**config.mk**
```make
export PLATFORM = sky130hd
export DESIGN_NAME = spart_rx_engine_flat
export DESIGN_NICKNAME = d
export VERILOG_FILES = /design/src/rtl/spart_rx_engine_if.sv /design/src/rtl/spart_rx_engine.sv /design/src/flat_wrapper.sv
export SDC_FILE = /design/constraint.sdc
export NUM_CORES = 1
export LEC_CHECK = 0
export CAP_MARGIN = 20
export CORE_ASPECT_RATIO = 2
export CORE_UTILIZATION = 60
export CTS_CLUSTER_SIZE = 8
export DETAILED_ROUTE_END_ITERATION = 10
export HOLD_SLACK_MARGIN = 0.12
export PLACE_DENSITY = 0.85
export SYNTH_ARGS = -nofsm -noshare
export SYNTH_HDL_FRONTEND = slang
export SYNTH_SLANG_ARGS = --single-unit
```
**constraint.sdc**
```tcl
create_clock -name clk -period 6 [get_ports clk]
set_input_delay 1.2 -clock clk [delete_from_list [all_inputs] [get_ports clk]]
set_output_delay 1.2 -clock clk [all_outputs]
set_load 0.02 [all_outputs]
```
**src/rtl/spart_rx_engine_if.sv**
```systemverilog
// Received-byte stream from the UART RX engine to the RX queue.
// The master drives rx_data/rx_valid and the slave drives rx_ready.
interface spart_rx_engine_if;
  logic [7:0] rx_data;
  logic       rx_valid;
  logic       rx_ready;

  modport master (output rx_data, output rx_valid, input rx_ready);
  modport slave  (input rx_data, input rx_valid, output rx_ready);
endinterface

```
**src/rtl/spart_rx_engine.sv**
```systemverilog
// UART receiver: synchronizer, mid-bit sampling FSM, one-entry output register.
// Byte is valid the cycle after the stop-bit tick; a full output register drops new bytes (overrun).
module spart_rx_engine #(
  parameter int SYNC_STAGES = 2,
  parameter int MIN_DIV     = 4
) (
  input  logic                     clk,
  input  logic                     rst,
  input  logic                     RX,
  input  logic [12:0]              baud_div,
  spart_rx_engine_if.master        rxq,
  output logic                     busy,
  output logic                     frame_err,
  output logic                     overrun
);

  typedef enum logic [2:0] {IDLE, START, DATA, STOP, WAIT_IDLE} state_t;

  state_t                 state, state_nxt;
  logic [SYNC_STAGES-1:0] rx_sync;
  logic                   rx_s;
  logic [12:0]            div, bit_cnt, div_in;
  logic [2:0]             bit_idx;
  logic [7:0]             shift;
  logic [7:0]             rx_data_q;
  logic                   rx_valid_q;
  logic                   tick, start_det, sample_bit, done, ferr_det;

  assign rx_s   = rx_sync[SYNC_STAGES-1];
  assign div_in = (baud_div < 13'(MIN_DIV)) ? 13'(MIN_DIV) : baud_div;
  assign tick   = (bit_cnt == '0);
  assign busy   = (state != IDLE);

  assign rxq.rx_data  = rx_data_q;
  assign rxq.rx_valid = rx_valid_q;

  always_ff @(posedge clk) begin
    if (rst) rx_sync <= '1;
    else     rx_sync <= {rx_sync[SYNC_STAGES-2:0], RX};
  end

  always_ff @(posedge clk) begin
    if (rst) state <= IDLE;
    else     state <= state_nxt;
  end

  always_comb begin
    state_nxt  = state;
    start_det  = 1'b0;
    sample_bit = 1'b0;
    done       = 1'b0;
    ferr_det   = 1'b0;
    case (state)
      IDLE: begin
        if (!rx_s) begin
          start_det = 1'b1;
          state_nxt = START;
        end
      end
      START: begin
        if (tick) state_nxt = rx_s ? IDLE : DATA;
      end
      DATA: begin
        if (tick) begin
          sample_bit = 1'b1;
          if (bit_idx == 3'd7) state_nxt = STOP;
        end
      end
      STOP: begin
        if (tick) begin
          if (rx_s) begin
            done      = 1'b1;
            state_nxt = IDLE;
          end else begin
            ferr_det  = 1'b1;
            state_nxt = WAIT_IDLE;
          end
        end
      end
      WAIT_IDLE: begin
        // A held-low line (break) must not retrigger until it has gone high once.
        if (rx_s) state_nxt = IDLE;
      end
      default: state_nxt = IDLE;
    endcase
  end

  // Half a bit time to the first tick centres every later sample in its bit.
  always_ff @(posedge clk) begin
    if (rst) begin
      div     <= '0;
      bit_cnt <= '0;
      bit_idx <= '0;
      shift   <= '0;
    end else begin
      if (start_det) begin
        div     <= div_in;
        bit_cnt <= div_in >> 1;
      end else if (state == START || state == DATA || state == STOP) begin
        bit_cnt <= tick ? (div - 13'd1) : (bit_cnt - 13'd1);
      end
      if (state == START) bit_idx <= '0;
      if (sample_bit) begin
        shift   <= {rx_s, shift[7:1]};
        bit_idx <= bit_idx + 3'd1;
      end
    end
  end

  always_ff @(posedge clk) begin
    if (rst) begin
      rx_data_q  <= '0;
      rx_valid_q <= 1'b0;
      frame_err  <= 1'b0;
      overrun    <= 1'b0;
    end else begin
      frame_err <= ferr_det;
      overrun   <= 1'b0;
      if (rx_valid_q && rxq.rx_ready) rx_valid_q <= 1'b0;
      if (done) begin
        if (!rx_valid_q || rxq.rx_ready) begin
          rx_data_q  <= shift;
          rx_valid_q <= 1'b1;
        end else begin
          overrun <= 1'b1;
        end
      end
    end
  end

endmodule

```
**src/flat_wrapper.sv**
```systemverilog
// flat-port wrapper written by rule: the top's interface ports become plain ports
module spart_rx_engine_flat 
#(
  parameter int SYNC_STAGES = 2,
  parameter int MIN_DIV     = 4
)
  (clk, rst, RX, baud_div, busy, frame_err, overrun, rxq_rx_data, rxq_rx_valid, rxq_rx_ready);
  spart_rx_engine_if rxq_i ();
  input  logic clk;
  input  logic rst;
  input  logic RX;
  input  logic [12:0] baud_div;
  output logic busy;
  output logic frame_err;
  output logic overrun;
  output wire logic [$bits(rxq_i.rx_data)-1:0] rxq_rx_data;
  output wire logic [$bits(rxq_i.rx_valid)-1:0] rxq_rx_valid;
  input wire logic [$bits(rxq_i.rx_ready)-1:0] rxq_rx_ready;
  assign rxq_rx_data = rxq_i.rx_data;
  assign rxq_rx_valid = rxq_i.rx_valid;
  assign rxq_i.rx_ready = rxq_rx_ready;
  spart_rx_engine #(.SYNC_STAGES(SYNC_STAGES), .MIN_DIV(MIN_DIV)) u_core (.clk(clk), .rst(rst), .RX(RX), .baud_div(baud_div), .rxq(rxq_i), .busy(busy), .frame_err(frame_err), .overrun(overrun));
endmodule
```
==> changes_impl.md <==
## Flow update

- Outcome: finished clean
- Design area: slightly below 0.003 mm2
- Peak supply drop: 0.232 mV
- Rel. slew slack: approximately two fifths
- CP Launch Point: u_core.bit_cnt[6]$_SDFFE_PP0P_
- Cell type group with the largest total delay on the critical path: simple AND/OR/NAND/NOR gates
- Total power draw: 0.000837 W
- Met3 WL: ~250 um
- Arrival @ worst endpoint: between 3 and 4 ns
- Sequential power: 0.000383 W
- Comb group: 0.000172 W
- GPL Wtd Cong: 0.955
- Top-area cell share: a little over two fifths
- Comb area: 0.00138 mm2
- Yosys cell types: 52
- Largest net degree at the start of global routing: 54
- ANT cells: 0
- Post-synth EDFFs: 0
- Max stage delay cell, worst path: dfxtp_1
- Tapcell Cnt: about 52
- H-tree levels: 2
- Ys async rst share: 0%
- Ys flop type: dfxtp_1
- Synth Instances: 304
- FF-to-FF path depth: 10
- Hold WS: around 0.43 ns
- Yosys cell count: 304
- Register area: 0.00106 mm2
- Critical Path End Type: flop
- Area leader, netlist: dfxtp_1
- Final worst slack: around 3.0 ns
- Net Sw Frac: between 20 and 30%
- Met3 Resource Use GR: under 10%
- CTS tree: built
- Worst path cell trace: nor3_2 -> and4_4 -> a21oi_1 -> ha_1 -> nor3b_1 -> nand3b_1 -> a31o_2 -> nor4b_1 -> xor2_1 -> nor3_1
- CP required: 6.15 ns
- Signal buf overhead: 9.64%
- PortBufs: 28
- Bufs and invs on worst path: 0
- Max_cap viols: 0
- DP Area: 0.00280 mm2
- Syn_area_per_cell: approximately 8.3 um2
- Chip Area: 0.00448 mm2
- Routed Antenna Nets: 0
- Top layer used by detailed routing: met4
- R2r setup slk: 2.95 ns
- Worst slew pin tran: 0.911 ns
- Xor+xnor area frac: under 10%
- Synthesized cell area: 0.00252 mm2
- Core Density at Floorplan: 62.3%
- Post-Layout Cell Count: 376
- Power share of the sequential group: 45.7%
- Hpwl dp: approximately 4.4 mm
- Met1 wire length: 2.25 mm
- Inverters: 2
- Root buffer cell: clkbuf_8
- Final Cycle Share: 50.8%
- Post-synth net total: 324
- Dpl ws: 3.07 ns
- I/O pin cnt: 29
- Max Slew Vio Count: 0
- Regs by FF count: u_core.bit_cnt (13), u_core.div (13)
- CP endpoint: u_core.bit_cnt[12]$_SDFFE_PP0P_
- Internal Power: ~0.00060 W
- ClkCell Share: 4.56%
- Commonest cells post-synth: dfxtp_1 (53), nand2_1 (48), a21oi_1 (32), nor2_1 (31), nor3_1 (12)
- Layout fillers: roughly 380
- Final net count: roughly 340
- DR pass1 iterations: 5
- P_sw: 0.000235 W
- MUX area fraction: under 10%
- Max power group: sequential cells
- Met2 wire len: between 3 and 4 mm
- Synth Area in Simple Gates: 27.1%
- Hold Startpoint: u_core.rx_sync[0]$_SDFF_PP1_
- Leak Pwr: 1.09 nW
- Final hold violations: 0
- Met1 GRT Util: roughly a third
- Initial DRC Count: 85
- Yosys chip area: 0.00252 mm2
- CORE AREA: 0.00405 mm2
- Vias per Instance: 6.28
- Final setup fails: 0
- Top cells by area: dfxtp_1 (42%), nand2_1 (7.1%), a21oi_1 (6.3%)
- Max Freq: between 300 and 400 MHz
- Hold Path End: u_core.rx_sync[1]$_SDFF_PP1_
- Rows: 33
- Power density over cell area: 285 mW/mm2
cell_classes.png
(4 px per um) Fill, decap, tap and diode cells in gray.
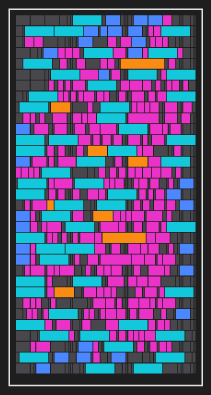
all other logic: in magenta, cells 234, share of their area 48%. other buffers and delay cells: in blue, cells 29, share of their area 9.9%. clock drivers and dummy loads: in orange, cells 8, share of their area 4.7%. flip-flops: in cyan, cells 53, share of their area 37%.
final core utilization: 72.5%
sequential share of cell area: 36.2%

clock_map.png
(8 px per um)
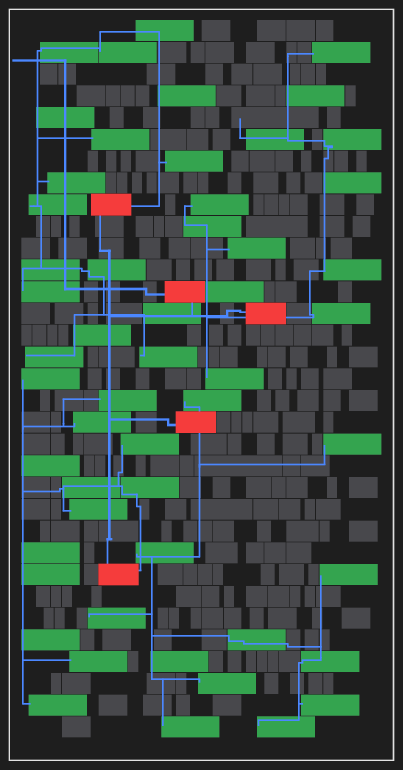
clock wires: in blue, length 585 um. flip-flops: in green, count 53. cells driving clock nets: in red, count 5.
Position of the flops: all over the die.
Clock Skews: 0.0126 ns
clock power share: 33.7%
P_clk: 0.000282 W
Latency at later pin: 0.31 ns

final_clocks.png
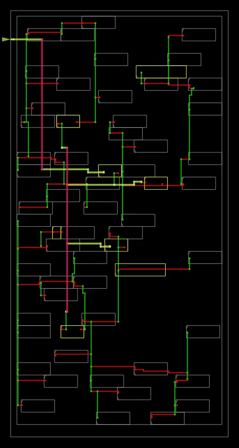
clk sink count: 53
clock buf count: 5
Inserted Clock Buffers: 5
registers: 53

met2.png
(4 px per um) Cells faint in the background.
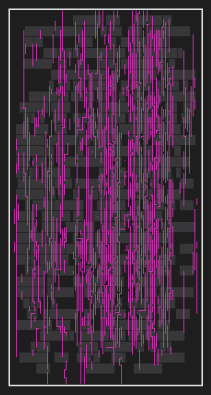
The layer carries 3420 um of wire. 294 nets have wire on it.
WL final: 6.20 mm
met2 Usage GRT: 51.2%
total number of vias: 2361

Power is estimated from default activity; no workload was simulated.
